<file path="src/rtl/lsl8_iter.sv">
// Registered 8-bit logical-shift-left / rotate-left unit that advances at most
// three bit positions per clock, with a start/busy/done handshake.
module lsl8_iter (
   input  logic       clk,
   input  logic       reset_n,
   input  logic       start,
   input  logic [7:0] d_in,
   input  logic [2:0] shamt,
   input  logic       mode,
   output logic [7:0] d_out,
   output logic       c_out,
   output logic       busy,
   output logic       done,
   output logic [1:0] dbg_state_o
);

   localparam logic [1:0] S_IDLE  = 2'd0;
   localparam logic [1:0] S_SHIFT = 2'd1;
   localparam logic [1:0] S_DONE  = 2'd2;

   logic [1:0] state_q, state_d;
   logic [7:0] data_q, data_d;
   logic [2:0] rem_q, rem_d;
   logic       mode_q, mode_d;
   logic       c_q, c_d;

   logic [1:0] step;
   logic [7:0] stepped;
   logic       step_c;
   logic [2:0] rem_next;

   // One step per cycle is min(rem, 3); each bit picks from one of four sources.
   always_comb begin
      step     = (rem_q > 3'd3) ? 2'd3 : rem_q[1:0];
      stepped  = data_q;
      step_c   = c_q;
      rem_next = rem_q - {1'b0, step};
      case (step)
         2'd1: begin
            stepped = {data_q[6:0], mode_q ? data_q[7] : 1'b0};
            step_c  = data_q[7];
         end
         2'd2: begin
            stepped = {data_q[5:0], mode_q ? data_q[7:6] : 2'b00};
            step_c  = data_q[6];
         end
         2'd3: begin
            stepped = {data_q[4:0], mode_q ? data_q[7:5] : 3'b000};
            step_c  = data_q[5];
         end
         default: begin
            stepped = data_q;
            step_c  = c_q;
         end
      endcase
   end

   always_comb begin
      state_d = state_q;
      data_d  = data_q;
      rem_d   = rem_q;
      mode_d  = mode_q;
      c_d     = c_q;
      case (state_q)
         S_IDLE: begin
            if (start) begin
               data_d  = d_in;
               rem_d   = shamt;
               mode_d  = mode;
               c_d     = 1'b0;
               state_d = (shamt != 3'd0) ? S_SHIFT : S_DONE;
            end
         end
         S_SHIFT: begin
            data_d  = stepped;
            c_d     = step_c;
            rem_d   = rem_next;
            state_d = (rem_next == 3'd0) ? S_DONE : S_SHIFT;
         end
         S_DONE:  state_d = S_IDLE;
         default: state_d = S_IDLE;
      endcase
   end

   always_ff @(posedge clk or negedge reset_n) begin
      if (!reset_n) begin
         state_q <= S_IDLE;
         data_q  <= 8'h00;
         rem_q   <= 3'd0;
         mode_q  <= 1'b0;
         c_q     <= 1'b0;
      end else begin
         state_q <= state_d;
         data_q  <= data_d;
         rem_q   <= rem_d;
         mode_q  <= mode_d;
         c_q     <= c_d;
      end
   end

   assign d_out       = data_q;
   assign c_out       = c_q;
   assign busy        = (state_q != S_IDLE);
   assign done        = (state_q == S_DONE);
   assign dbg_state_o = state_q;

endmodule

</file>
<file path="config.mk">
export PLATFORM = sky130hd
export DESIGN_NAME = lsl8_iter
export DESIGN_NICKNAME = d
export VERILOG_FILES = /design/src/rtl/lsl8_iter.sv
export SDC_FILE = /design/constraint.sdc
export NUM_CORES = 1
export LEC_CHECK = 0
export CAP_MARGIN = 10
export CELL_PAD_IN_SITES_DETAIL_PLACEMENT = 0
export CELL_PAD_IN_SITES_GLOBAL_PLACEMENT = 2
export CORE_MARGIN = 1.5
export CORE_UTILIZATION = 28
export DETAILED_ROUTE_END_ITERATION = 16
export GPL_TIMING_DRIVEN = 0
export PLACE_DENSITY_LB_ADDON = 0.1
export RECOVER_POWER = 25
export REMOVE_ABC_BUFFERS = 1
export SLEW_MARGIN = 0
export SYNTH_ARGS = -nofsm -noshare
export SYNTH_HDL_FRONTEND = slang
export SYNTH_SLANG_ARGS = --single-unit
</file>
<file path="constraint.sdc">
create_clock -name clk -period 2.2 [get_ports clk]
set_clock_uncertainty 0.05 [all_clocks]
set_input_delay 0.44 -clock clk [delete_from_list [all_inputs] [get_ports clk]]
set_output_delay 0.44 -clock clk [all_outputs]
set_load 0.005 [all_outputs]
</file>
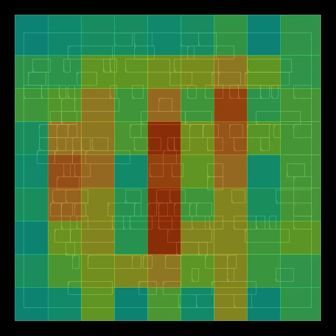
*Routing congestion*
Routed WL per cell: 15.1 um
GR Util met1: 17.4%

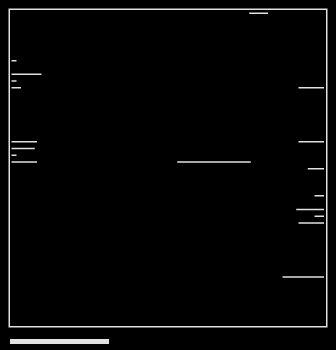
*The metal 3 layer*
Scale bar: 20 um.
nets with wire on the layer: 17
main direction: horizontal
met3 GRT Util: 1.79%
drt total wl: 2700 um
Via Count: 912

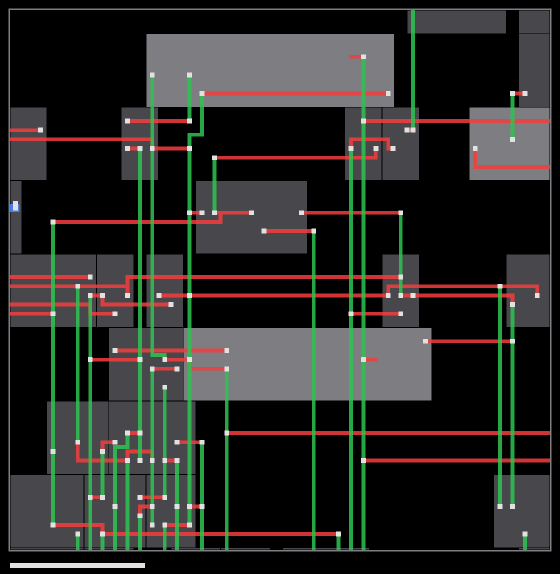
*A small window of the routed layout*
Scale bar: 5 um. Window x 6 to 26, y 38 to 58 um. Cells in gray, sequential cells in the stronger gray; small squares are vias.
legend:
  red:
    layer: M1
  blue:
    layer: M3
  green:
    layer: M2
most frequent: nor2_1 (3), nor2b_1 (3)
cells with their middle in the window: 18
netlist names of flops here include: dbg_state_o (2)
sequential cells in the window: 2

==> results.cfg <==
; yosys + openroad results
[worst_setup_path]
cp-start-kind = flip-flop
crit_start = dbg_state_o[1]$_DFFE_PN0P_
reg2reg_from = rem_q[2]$_DFFE_PN0P_
critPathMaxStageDelay_ns = 0.52
crit_end = done

[grt]
gr-usage-met2_pct = 26.4

[logic_synthesis]
numSynthFlops = 15
synth.logic.top_family = AND-OR/OR-AND gates
ys_area_um2 = 1030
yosys-top-cells-area = dfrtp_1 37%, o31ai_2 8.5%, a22o_1 6.8%, ha_1 4.9%, o21ai_0 4.4%
ys_seq_share_pct = 36.5
common_cells = 15 x dfrtp_1, 12 x nor2_1, 9 x o21ai_0

[route]
met2WireLength_um = 1420
routed.top_layer = met4
drt-pass1-iter-count = 3
viasPerCell = 5.12

[timing]
tightestPinTransition_ns = 0.764
slew_viol_final = 0
rsz0062_at_grt = no

[final_layout]
inverters = 5
area_delta_synth_final_pct = 30.5
largest_reg_flops = 8
sh_seq_area_pct = 28.0
seq_cells = 15
utilization_pct = 39.2
clkbuf_count = 3

[floorplan]
pin_count = 28
die_h_um = 63.6

[placement]
place_ws_ns = -0.504
gp_congestion = 0.720

[power_and_ir_drop]
seqPwrFrac_pct = 28.8
p_clk_share_pct = 7.8
powerClk_w = 0.000163

[clock_tree]
cts.sinks = 15
cts_max_path_buffers = 2

[run_status]
status = complete, no violations

[flow_run]
log.warning_count = 27
